### Routing congestion map, run 1

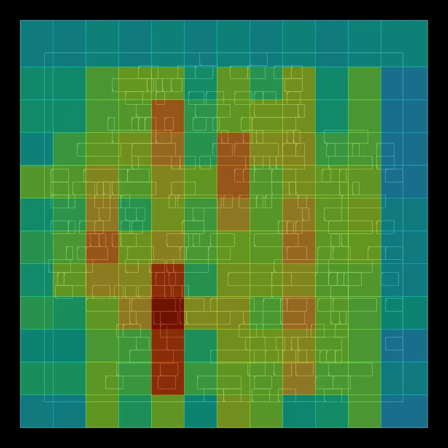
### Metal layers overlaid, run 1

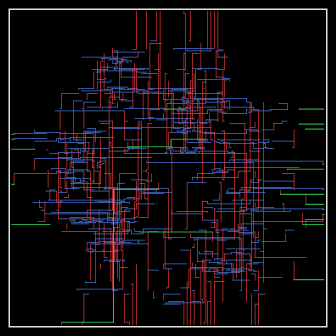
### Selected gate families, run 1

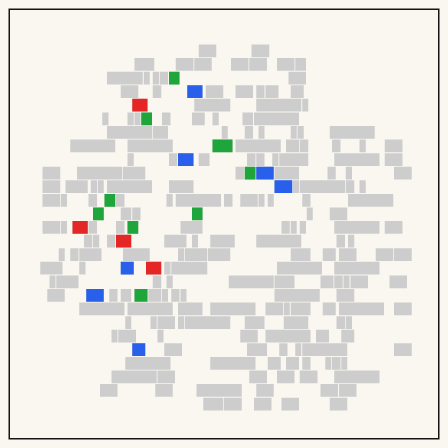
## src/rtl/spw_tx_pkg.sv

```systemverilog
// Shared SpaceWire transmit definitions: control codes, scheduler state encoding
// and flow-control constants.
package spw_tx_pkg;

  localparam logic [1:0] CODE_FCT = 2'b00;
  localparam logic [1:0] CODE_EOP = 2'b01;
  localparam logic [1:0] CODE_EEP = 2'b10;
  localparam logic [1:0] CODE_ESC = 2'b11;

  localparam logic [1:0] ST_PICK  = 2'd0;
  localparam logic [1:0] ST_NULL2 = 2'd1;
  localparam logic [1:0] ST_TIME2 = 2'd2;

  localparam int MAX_CREDIT_DEF  = 56;
  localparam int CREDIT_STEP_DEF = 8;

  // Control characters carry their code in the two LSBs, upper bits zero.
  function automatic logic [7:0] ctrl_char(input logic [1:0] code);
    return {6'b000000, code};
  endfunction

endpackage

```

## src/rtl/tx_char_scheduler_credit.sv

```systemverilog
// Transmit credit counter: grants CREDIT_STEP per received FCT, spends one per
// N-char, flags a sticky error on overflow and clears while the link is down.
module tx_credit_counter
  import spw_tx_pkg::*;
#(
  parameter int MAX_CREDIT  = MAX_CREDIT_DEF,
  parameter int CREDIT_STEP = CREDIT_STEP_DEF
) (
  input  logic       clk,
  input  logic       rst_n,
  input  logic       en_i,
  input  logic       fct_rx_i,
  input  logic       take_i,
  output logic [5:0] credit_o,
  output logic       err_o
);

  logic [5:0] credit_q, credit_d;
  logic       err_q, err_d;
  logic [6:0] sum_s;

  // Next credit: the overflow test is made on the net value of grant and spend.
  always_comb begin
    sum_s    = {1'b0, credit_q}
             + (fct_rx_i ? 7'(CREDIT_STEP) : 7'd0)
             - (take_i ? 7'd1 : 7'd0);
    credit_d = credit_q;
    err_d    = err_q;
    if (!en_i) begin
      credit_d = 6'd0;
      err_d    = 1'b0;
    end else if (fct_rx_i && (sum_s > 7'(MAX_CREDIT))) begin
      err_d    = 1'b1;
    end else begin
      credit_d = sum_s[5:0];
    end
  end

  // Credit and error state registers.
  always_ff @(posedge clk or negedge rst_n) begin
    if (!rst_n) begin
      credit_q <= 6'd0;
      err_q    <= 1'b0;
    end else begin
      credit_q <= credit_d;
      err_q    <= err_d;
    end
  end

  assign credit_o = credit_q;
  assign err_o    = err_q;

endmodule

```

## src/rtl/tx_char_scheduler.sv

```systemverilog
// Picks the next SpaceWire character for the DS transmitter: time-code > FCT >
// N-char > NULL, with ESC-prefixed pairs kept together.
module tx_char_scheduler
  import spw_tx_pkg::*;
#(
  parameter int MAX_CREDIT  = MAX_CREDIT_DEF,
  parameter int CREDIT_STEP = CREDIT_STEP_DEF,
  parameter int FCT_PEND_W  = 3
) (
  input  logic       txClk,
  input  logic       txReset_n,
  input  logic       en_i,
  input  logic       fct_en_i,
  input  logic       run_i,
  input  logic       tick_i,
  input  logic [7:0] time_i,
  input  logic       fct_req_i,
  input  logic       fct_rx_i,
  input  logic       nc_valid_i,
  input  logic [7:0] nc_dat_i,
  input  logic       nc_lchar_i,
  output logic       nc_ready_o,
  output logic [7:0] dat_o,
  output logic       lchar_o,
  output logic       valid_o,
  input  logic       ready_i,
  output logic [5:0] credit_o,
  output logic       credit_err_o
);

  localparam logic [FCT_PEND_W-1:0] FCT_PEND_MAX = {FCT_PEND_W{1'b1}};

  logic                  valid_q, valid_d;
  logic [7:0]            dat_q, dat_d;
  logic                  lchar_q, lchar_d;
  logic [1:0]            state_q, state_d;
  logic [FCT_PEND_W-1:0] fct_pend_q, fct_pend_d;
  logic                  time_pend_q, time_pend_d;
  logic [7:0]            time_q, time_d;

  logic                  load_s;
  logic                  take_s;
  logic                  fct_load_s;
  logic                  time_clr_s;
  logic [5:0]            credit_s;

  assign load_s = !valid_q || ready_i;

  // Character selection; a down link abandons any half-sent ESC pair.
  always_comb begin
    valid_d    = valid_q;
    dat_d      = dat_q;
    lchar_d    = lchar_q;
    state_d    = state_q;
    take_s     = 1'b0;
    fct_load_s = 1'b0;
    time_clr_s = 1'b0;
    if (load_s) begin
      if (!en_i) begin
        valid_d = 1'b0;
        state_d = ST_PICK;
      end else begin
        valid_d = 1'b1;
        case (state_q)
          ST_NULL2: begin
            dat_d   = ctrl_char(CODE_FCT);
            lchar_d = 1'b1;
            state_d = ST_PICK;
          end
          ST_TIME2: begin
            dat_d      = time_q;
            lchar_d    = 1'b0;
            time_clr_s = 1'b1;
            state_d    = ST_PICK;
          end
          ST_PICK: begin
            if (time_pend_q && run_i) begin
              dat_d   = ctrl_char(CODE_ESC);
              lchar_d = 1'b1;
              state_d = ST_TIME2;
            end else if ((fct_pend_q != {FCT_PEND_W{1'b0}}) && fct_en_i) begin
              dat_d      = ctrl_char(CODE_FCT);
              lchar_d    = 1'b1;
              fct_load_s = 1'b1;
            end else if (run_i && nc_valid_i && (credit_s != 6'd0)) begin
              take_s  = 1'b1;
              lchar_d = nc_lchar_i;
              dat_d   = nc_lchar_i ? ctrl_char(nc_dat_i[1:0]) : nc_dat_i;
            end else begin
              dat_d   = ctrl_char(CODE_ESC);
              lchar_d = 1'b1;
              state_d = ST_NULL2;
            end
          end
          default: begin
            valid_d = 1'b0;
            state_d = ST_PICK;
          end
        endcase
      end
    end else begin
      state_d = state_q;
    end
  end

  // A tick arriving as the time-code completes keeps the request pending.
  always_comb begin
    time_d = tick_i ? time_i : time_q;
    if (!en_i) begin
      time_pend_d = 1'b0;
    end else if (tick_i) begin
      time_pend_d = 1'b1;
    end else if (time_clr_s) begin
      time_pend_d = 1'b0;
    end else begin
      time_pend_d = time_pend_q;
    end
  end

  // Pending outgoing FCTs; a request and a send in the same cycle cancel out.
  always_comb begin
    fct_pend_d = fct_pend_q;
    if (!en_i) begin
      fct_pend_d = {FCT_PEND_W{1'b0}};
    end else begin
      case ({fct_req_i, fct_load_s})
        2'b10: begin
          if (fct_pend_q != FCT_PEND_MAX) begin
            fct_pend_d = fct_pend_q + FCT_PEND_W'(1);
          end else begin
            fct_pend_d = fct_pend_q;
          end
        end
        2'b01:   fct_pend_d = fct_pend_q - FCT_PEND_W'(1);
        default: fct_pend_d = fct_pend_q;
      endcase
    end
  end

  // Scheduler state registers.
  always_ff @(posedge txClk or negedge txReset_n) begin
    if (!txReset_n) begin
      valid_q     <= 1'b0;
      dat_q       <= 8'h00;
      lchar_q     <= 1'b0;
      state_q     <= ST_PICK;
      fct_pend_q  <= {FCT_PEND_W{1'b0}};
      time_pend_q <= 1'b0;
      time_q      <= 8'h00;
    end else begin
      valid_q     <= valid_d;
      dat_q       <= dat_d;
      lchar_q     <= lchar_d;
      state_q     <= state_d;
      fct_pend_q  <= fct_pend_d;
      time_pend_q <= time_pend_d;
      time_q      <= time_d;
    end
  end

  tx_credit_counter #(
    .MAX_CREDIT  (MAX_CREDIT),
    .CREDIT_STEP (CREDIT_STEP)
  ) u_credit (
    .clk      (txClk),
    .rst_n    (txReset_n),
    .en_i     (en_i),
    .fct_rx_i (fct_rx_i),
    .take_i   (take_s),
    .credit_o (credit_s),
    .err_o    (credit_err_o)
  );

  assign nc_ready_o = take_s && txReset_n;
  assign dat_o      = dat_q;
  assign lchar_o    = lchar_q;
  assign valid_o    = valid_q;
  assign credit_o   = credit_s;

endmodule

```

## config.mk

```make
export PLATFORM = sky130hd
export DESIGN_NAME = tx_char_scheduler
export DESIGN_NICKNAME = d
export VERILOG_FILES = /design/src/rtl/spw_tx_pkg.sv /design/src/rtl/tx_char_scheduler_credit.sv /design/src/rtl/tx_char_scheduler.sv
export SDC_FILE = /design/constraint.sdc
export NUM_CORES = 1
export LEC_CHECK = 0
export CORE_MARGIN = 5
export CORE_UTILIZATION = 30
export DETAILED_ROUTE_END_ITERATION = 10
export PLACE_DENSITY_LB_ADDON = 0.1
export SLEW_MARGIN = 25
export SYNTH_ARGS = -nofsm -noshare
export SYNTH_HDL_FRONTEND = slang
export SYNTH_SLANG_ARGS = --single-unit
```

## constraint.sdc

```tcl
create_clock -name txClk -period 4.37 [get_ports txClk]
set_input_delay 0.874 -clock txClk [delete_from_list [all_inputs] [get_ports txClk]]
set_output_delay 0.874 -clock txClk [all_outputs]
set_load 0.02 [all_outputs]
```

==> out/qor.csv, run 1 <==
metric,value,unit
grt_antenna_before_repair,0,
synth.cells.most_frequent,"dfrtp_1, nand2_1, inv_1, o21ai_0, nor2_1",
placement_rows,27,
sequentialPower,0.000377,W
chip_area,7340,µm²
setup_ws,374,ps
netlist-cell-type-count,41,
clock_area_frac,0.0348,
layout_min_cycle_time,4000,ps
most_used_cells_in_the_layout_excluding_fill_and_tap_cells,"clkdlybuf4s50_1, dfrtp_1, nand2_1",
clkPwrFrac,0.200,
holdCritPathClass,reg -> reg,
layout-area-overhead-vs-synth,36.0,%
simple_gate_share,0.162,
worstSkewPairLatency,280,ps
worst_setup_path_endpoint,u_credit.credit_o[3],
largest_vdd_supply_drop,262,µV
min_period_over_period,0.914,
hp-start,dat_o[1],
synth_warnings,0,
total_power,0.00105,W
syn_area,1720,µm²
tightestPinTransition,574,ps
worst_clock_skew,9.03,ps
grt_first_pass_wirelength,6.91,mm
post_synth_main_area_contributors,"dfrtp_1, ha_1, nand2_1, mux2_2, o21ai_0",
busiest_layer,met2,
dr.first_iter.drc_count,69,
htree_levels,2,
critical_path_buf_inv_count,2,
cp_slowest_stage_delay,500,ps
firstDrtPassIters,4,
layout.cells.most_common,clkdlybuf4s50_1,
critPathMostFrequentCell,ha_1,
post_placement_setup_slack,50.0,ps
worstPathRequired,4550,ps
number_of_max_cap_violations,0,
fin_cells,297,
detailedPlacementHpwl,3.23,mm
finish.net_count,261,
r2r-start,u_credit.credit_o[4],
ff_latch_area,776,µm²
cts_made_buffers,5,
fin_area,2340,µm²
area_share_nonclk_buffers,0.198,
power_density,449,nW/µm²
power_top_consumer,combinational logic,
crit_path_start,run_i,
total_cell_area_reported_by_yosys_after_synthesis,1720,µm²
sh_comb_area,0.373,
via_per_inst,4.65,
postSynthSeqShare,0.451,
switching_share,0.370,
clock_buffer_count,7,
synth_top_flop_cell,dfrtp_1,
seq_power_share,0.359,
global_route.overflow_total,0,
gp_routability_congestion,0.807,
edf_count,0,
rsz0062_at_grt,no,
setup_viol,0,
top_area_cell,dfrtp_1,
gate_power_share,0.441,
cts_resized,0,
hold_depth,2,
cts_buffer_depth,2,
routed_wirelength,4.09,mm
asyncSetResetFlopFracSynth,1.00,
tritoncts,yes,
synth_largest_type_area_fraction,0.451,
muxShareOfSynthArea,0.0691,
stage_log_warnings,27,
aoi_share,0.173,
worst-r2r-setup-slack,860,ps
seq-cell-share,0.332,
cp_max_fo,8,
via_count,1380,
cts.hold.buffers_added,0,
worst-endpoint-arrival,4170,ps
timing.final.max_slew_violations,0,
netSwitchingPower,0.000389,W
critical_path.endpoint_type,flip-flop,
leakage,0.990,nW
power_combinational,0.000463,W
die-width,85.7,µm
combGateArea,871,µm²
detail_route.wirelength.met1,1.99,mm
diodes,0,
min_delay_worst_endpoint,dat_o[1],
total_clock_sinks,31,
uppermost_layer_routed,met4,
yosys_cells,174,
clkSlewWorstSetupHoldPaths,60,ps
pin_count_of_the_biggest_net_entering_global_routing,32,
met2WireLength,1.91,mm
most_common_cell,dfrtp_1,
layout-drive-gt1-share,0.0978,
syn_avg_cell_area,9.88,µm²
worst_setup_path_start_kind,input pin,
postSynthRegisterBits,31,
post-cts-setup-buffers,0,
path_depth,14,
track_usage,0.118,
n_all_inverters,15,
antenna_violating_nets_post_route,0,
io_pins,45,
cts-root-buf,clkbuf_8,
layout_multi_input_combinational_cell_count,124,
fillers,575,
post_synth_xor_area_fraction,0.0204,
hold_viol_final,0,
worst-setup-path-type,in -> reg,
clock_power,0.000210,W
run_status,finished clean,
adder_area_share,0.0815,
netlist_instances,174,
Notes on 'Routing congestion map' above:
final routed wire length divided by cell count: 13.8 µm
met3 capacity usage during global routing: 0.0317

Notes on 'Metal layers overlaid' above:
Key: orange = metal 4 [wire length 36.0 µm]; green = metal 3 [wire length 158 µm]; blue = metal 1 [wire length 1990 µm]; red = metal 2 [wire length 1910 µm]

Notes on 'Selected gate families' above:
Key: red = XOR/XNOR gates [cells 4, most used xor2_1]; blue = AND-OR and OR-AND gates [cells 7, most used a221o_1]; green = AND and OR gates [cells 9, most used and3_1]

--- run 2 (diff from run 1) ---
--- a/config.mk
+++ b/config.mk
@@ -5,10 +5,11 @@
 export SDC_FILE = /design/constraint.sdc
 export NUM_CORES = 1
 export LEC_CHECK = 0
-export CORE_MARGIN = 5
+export CORE_MARGIN = 3
 export CORE_UTILIZATION = 30
 export DETAILED_ROUTE_END_ITERATION = 10
 export PLACE_DENSITY_LB_ADDON = 0.1
+export SETUP_SLACK_MARGIN = 0.15
 export SLEW_MARGIN = 25
 export SYNTH_ARGS = -nofsm -noshare
 export SYNTH_HDL_FRONTEND = slang
==> run 2 against run 1 <==
Highest routed layer unchanged. Synthesized area unchanged. Maximum frequency up 1.5%. Critical path depth unchanged. Non-clock buffer count unchanged. Sequential share of layout area down 0.92 points. Largest power group unchanged. Combinational power up 6.9%.
==> out/qor.csv, run 2 <==
metric,value,unit
run_status,finished clean,
most_used_cells_in_the_layout_excluding_fill_and_tap_cells,"clkdlybuf4s50_1, dfrtp_1, nand2_1",
leakage,1.02,nW
dr.first_iter.drc_count,56,
setup_viol,0,
aoi_share,0.173,
wire_per_inst,14.5,µm
tightestPinTransition,561,ps
postSynthRegisterBits,31,
chip_area,6670,µm²
synth.cells.most_frequent,"dfrtp_1, nand2_1, inv_1, o21ai_0, nor2_1",
largest_vdd_supply_drop,276,µV
top_area_cell,dfrtp_1,
worst-setup-path-type,in -> reg,
worstPathRequired,4560,ps
post_placement_setup_slack,-0.706,ps
simple_gate_share,0.162,
firstDrtPassIters,4,
combGateArea,888,µm²
stage_log_warnings,27,
fin_area,2400,µm²
post-cts-setup-buffers,0,
worst_clock_skew,4.90,ps
coreArea,5340,µm²
switching_share,0.348,
post_synth_main_area_contributors,"dfrtp_1, ha_1, nand2_1, mux2_2, o21ai_0",
hold_depth,2,
clock_power,0.000335,W
netSwitchingPower,0.000421,W
sh_comb_area,0.370,
r2r-start,u_credit.credit_o[4],
most_common_cell,dfrtp_1,
clkPwrFrac,0.277,
pin_count_of_the_biggest_net_entering_global_routing,32,
min_delay_worst_endpoint,dat_o[1],
cts-root-buf,clkbuf_8,
setup_ws,432,ps
yosys_cells,174,
area_share_nonclk_buffers,0.193,
detail_route.wirelength.met1,1.87,mm
syn_area,1720,µm²
cts.hold.buffers_added,0,
worst_setup_path_start_kind,input pin,
holdCritPathClass,reg -> reg,
clock_buffer_count,6,
synth_warnings,0,
cts_resized,0,
track_usage,0.142,
global_route.overflow_total,0,
edf_count,0,
number_of_max_cap_violations,0,
total_clock_sinks,31,
io_pins,45,
synth_top_flop_cell,dfrtp_1,
syn_avg_cell_area,9.88,µm²
synth_largest_type_area_fraction,0.451,
placement_rows,26,
layout_multi_input_combinational_cell_count,124,
critPathMostFrequentCell,ha_1,
met2WireLength,2.13,mm
clkSlewWorstSetupHoldPaths,70,ps
uppermost_layer_routed,met4,
tritoncts,yes,
rsz0062_at_grt,no,
worst-endpoint-arrival,4130,ps
htree_levels,2,
power_combinational,0.000495,W
min_period_over_period,0.901,
ff_latch_area,776,µm²
crit_path_top_delay_cell,clkdlybuf4s50_1,
cp_slowest_stage_delay,510,ps
sequentialPower,0.000378,W
worstSkewPairLatency,280,ps
adder_area_share,0.0815,
diodes,0,
netlist_instances,174,
worst_setup_path_endpoint,u_credit.credit_o[3],
power_density,503,nW/µm²
cts_made_buffers,5,
layout-area-overhead-vs-synth,39.8,%
gate_power_share,0.410,
busiest_layer,met2,
asyncSetResetFlopFracSynth,1.00,
grt_util_met3,0.0406,
hold_viol_final,0,
via_per_inst,4.93,
total_power,0.00121,W
routed_wirelength,4.27,mm
n_all_inverters,15,
crit_path_start,run_i,
hp-start,dat_o[1],
fin_cells,295,
gp_routability_congestion,0.859,
seq_power_share,0.313,
post_synth_xor_area_fraction,0.0204,
grt_first_pass_wirelength,7.18,mm
cts_buffer_depth,2,
netlist-cell-type-count,41,
finish.net_count,261,
path_depth,14,
via_count,1455,
layout_min_cycle_time,3940,ps
timing.rr.end,u_credit.credit_o[3],
critical_path_buf_inv_count,2,
layout.cells.most_common,clkdlybuf4s50_1,
critical_path.endpoint_type,flip-flop,
die-width,81.7,µm
timing.final.max_slew_violations,0,
fillers,524,
total_cell_area_reported_by_yosys_after_synthesis,1720,µm²
antenna_violating_nets_post_route,0,
detailedPlacementHpwl,3.35,mm
worst-r2r-setup-slack,900,ps
seq-cell-share,0.323,
layout-drive-gt1-share,0.107,
cp_max_fo,8,
slew_headroom,0.625,
postSynthSeqShare,0.451,
grt_antenna_before_repair,0,
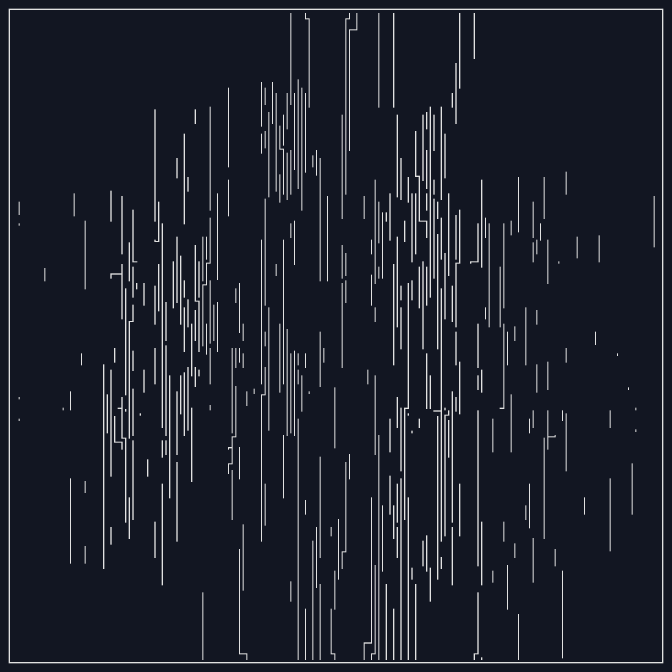
*Met2 routing, run 2*
The wires run mostly vertical. The layer holds 50% of the routed length. The layer carries 2130 µm of wire. The longest straight run is 31.6 µm. 221 nets have wire on it.

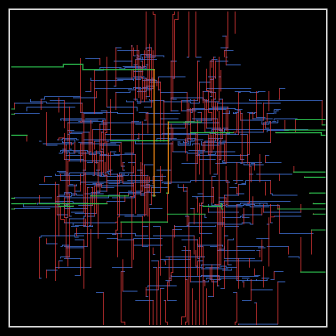
*Metal layers overlaid, run 2*
Key: blue = metal 1 [wire length 1870 µm]; red = metal 2 [wire length 2130 µm]; orange = metal 4 [wire length 51.0 µm]; green = metal 3 [wire length 223 µm]

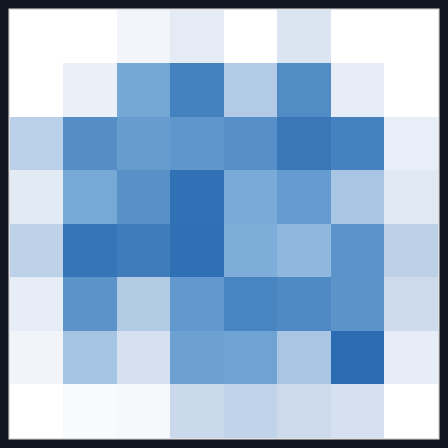
*Local utilization, run 2*
The die is cut into 8 by 8 equal tiles; white is low, dark blue is high, 0 to 100% covered.
1.6% of the tiles are over 75% full. 14% of the tiles are nearly empty. The densest ninth of the die: middle. The fullest tile reaches 76%.

--- run 3 (diff from run 2) ---
--- a/config.mk
+++ b/config.mk
@@ -8,9 +8,9 @@
 export CORE_MARGIN = 3
 export CORE_UTILIZATION = 30
 export DETAILED_ROUTE_END_ITERATION = 10
-export PLACE_DENSITY_LB_ADDON = 0.1
+export PLACE_DENSITY = 0.56
 export SETUP_SLACK_MARGIN = 0.15
-export SLEW_MARGIN = 25
+export SLEW_MARGIN = 20
 export SYNTH_ARGS = -nofsm -noshare
 export SYNTH_HDL_FRONTEND = slang
 export SYNTH_SLANG_ARGS = --single-unit
==> run 3 against run 2 <==
Cell count is 0.68% lower. Clock-buffer cell count unchanged. First-iteration DRC count increased by 18%. Sequential share of layout area grew 0.92 points. Critical endpoint unchanged.
==> out/qor.csv, run 3 <==
metric,value,unit
muxShareOfSynthArea,0.0691,
yosys_cells,174,
timing.rr.end,u_credit.credit_o[3],
post-cts-setup-buffers,0,
cts_made_buffers,5,
sequentialPower,0.000376,W
cp_max_fo,8,
detailedPlacementHpwl,3.06,mm
slew_headroom,0.620,
routed_wirelength,3.86,mm
layout-area-overhead-vs-synth,36.0,%
worst_setup_path_endpoint,u_credit.credit_o[3],
gate_power_share,0.456,
area_share_nonclk_buffers,0.198,
critical_path_buf_inv_count,2,
busiest_layer,met2,
number_of_max_cap_violations,0,
adder_area_share,0.0815,
detail_route.wirelength.met1,1.86,mm
synth.cells.most_frequent,"dfrtp_1, nand2_1, inv_1, o21ai_0, nor2_1",
aoi_share,0.173,
clock_area_frac,0.0310,
dr.first_iter.drc_count,66,
worst-endpoint-arrival,4150,ps
hold_depth,2,
syn_avg_cell_area,9.88,µm²
run_status,finished clean,
antenna_violating_nets_post_route,0,
critPathMostFrequentCell,ha_1,
grt_antenna_before_repair,0,
crit_path_top_delay_cell,clkdlybuf4s50_1,
worst_clock_skew,6.34,ps
gp_routability_congestion,0.770,
setup_ws,402,ps
cp_slowest_stage_delay,510,ps
pin_count_of_the_biggest_net_entering_global_routing,32,
crit_path_start,run_i,
postSynthRegisterBits,31,
hp-start,dat_o[0],
tightestPinTransition,569,ps
hold_viol_final,0,
grt_util_met3,0.0252,
worst_setup_path_start_kind,input pin,
largest_vdd_supply_drop,247,µV
global_route.overflow_total,0,
post_placement_setup_slack,76.0,ps
combGateArea,882,µm²
worstPathRequired,4550,ps
timing.final.max_slew_violations,0,
syn_area,1720,µm²
layout-drive-gt1-share,0.0942,
min_period_over_period,0.908,
clock_power,0.000196,W
placement_rows,26,
layout.cells.most_common,clkdlybuf4s50_1,
fin_cells,293,
most_used_cells_in_the_layout_excluding_fill_and_tap_cells,"clkdlybuf4s50_1, dfrtp_1, nand2_1",
r2r-start,u_credit.credit_o[4],
layout_multi_input_combinational_cell_count,124,
synth_top_flop_cell,dfrtp_1,
netlist_instances,174,
fin_area,2340,µm²
clkPwrFrac,0.186,
post_synth_main_area_contributors,"dfrtp_1, ha_1, nand2_1, mux2_2, o21ai_0",
rsz0062_at_grt,no,
synth_warnings,0,
total_cell_area_reported_by_yosys_after_synthesis,1720,µm²
postSynthSeqShare,0.451,
worst-setup-path-type,in -> reg,
grt_first_pass_wirelength,6.47,mm
cts.hold.buffers_added,0,
min_delay_worst_endpoint,dat_o[0],
power_density,451,nW/µm²
diodes,0,
asyncSetResetFlopFracSynth,1.00,
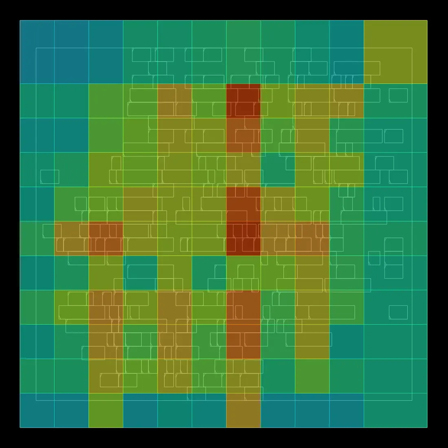
*Routing congestion map, run 3*
final routed wire length divided by cell count: 13.2 µm
end-of-flow core utilization: 0.438
grt met2 use: 0.196
aggregate global-route resource usage: 0.127
met1 usage in global routing: 0.178

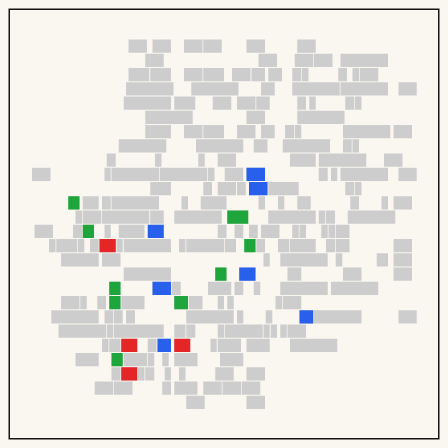
*Selected gate families, run 3*
Key: red = XOR/XNOR gates [cells 4, most used xor2_1, where bottom left]; green = AND and OR gates [cells 9, most used and3_1]; blue = AND-OR and OR-AND gates [cells 7, most used a221o_1]

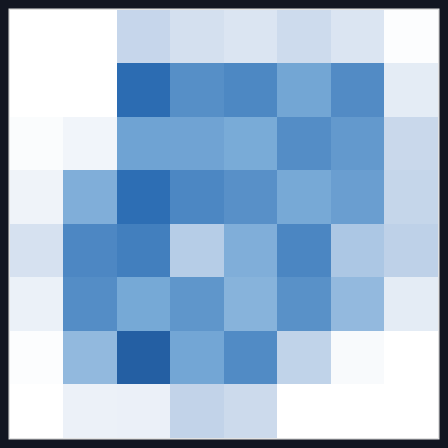
*Local utilization, run 3*
The die is cut into 8 by 8 equal tiles; white is low, dark blue is high, 0 to 100% covered.
The mean over all tiles is 34%. 4.7% of the tiles are over 75% full. The fullest tile reaches 81%. The emptiest ninth of the die: bottom right. The densest ninth of the die: middle. 17% of the tiles are nearly empty.

Power and IR drop assume default switching activity.
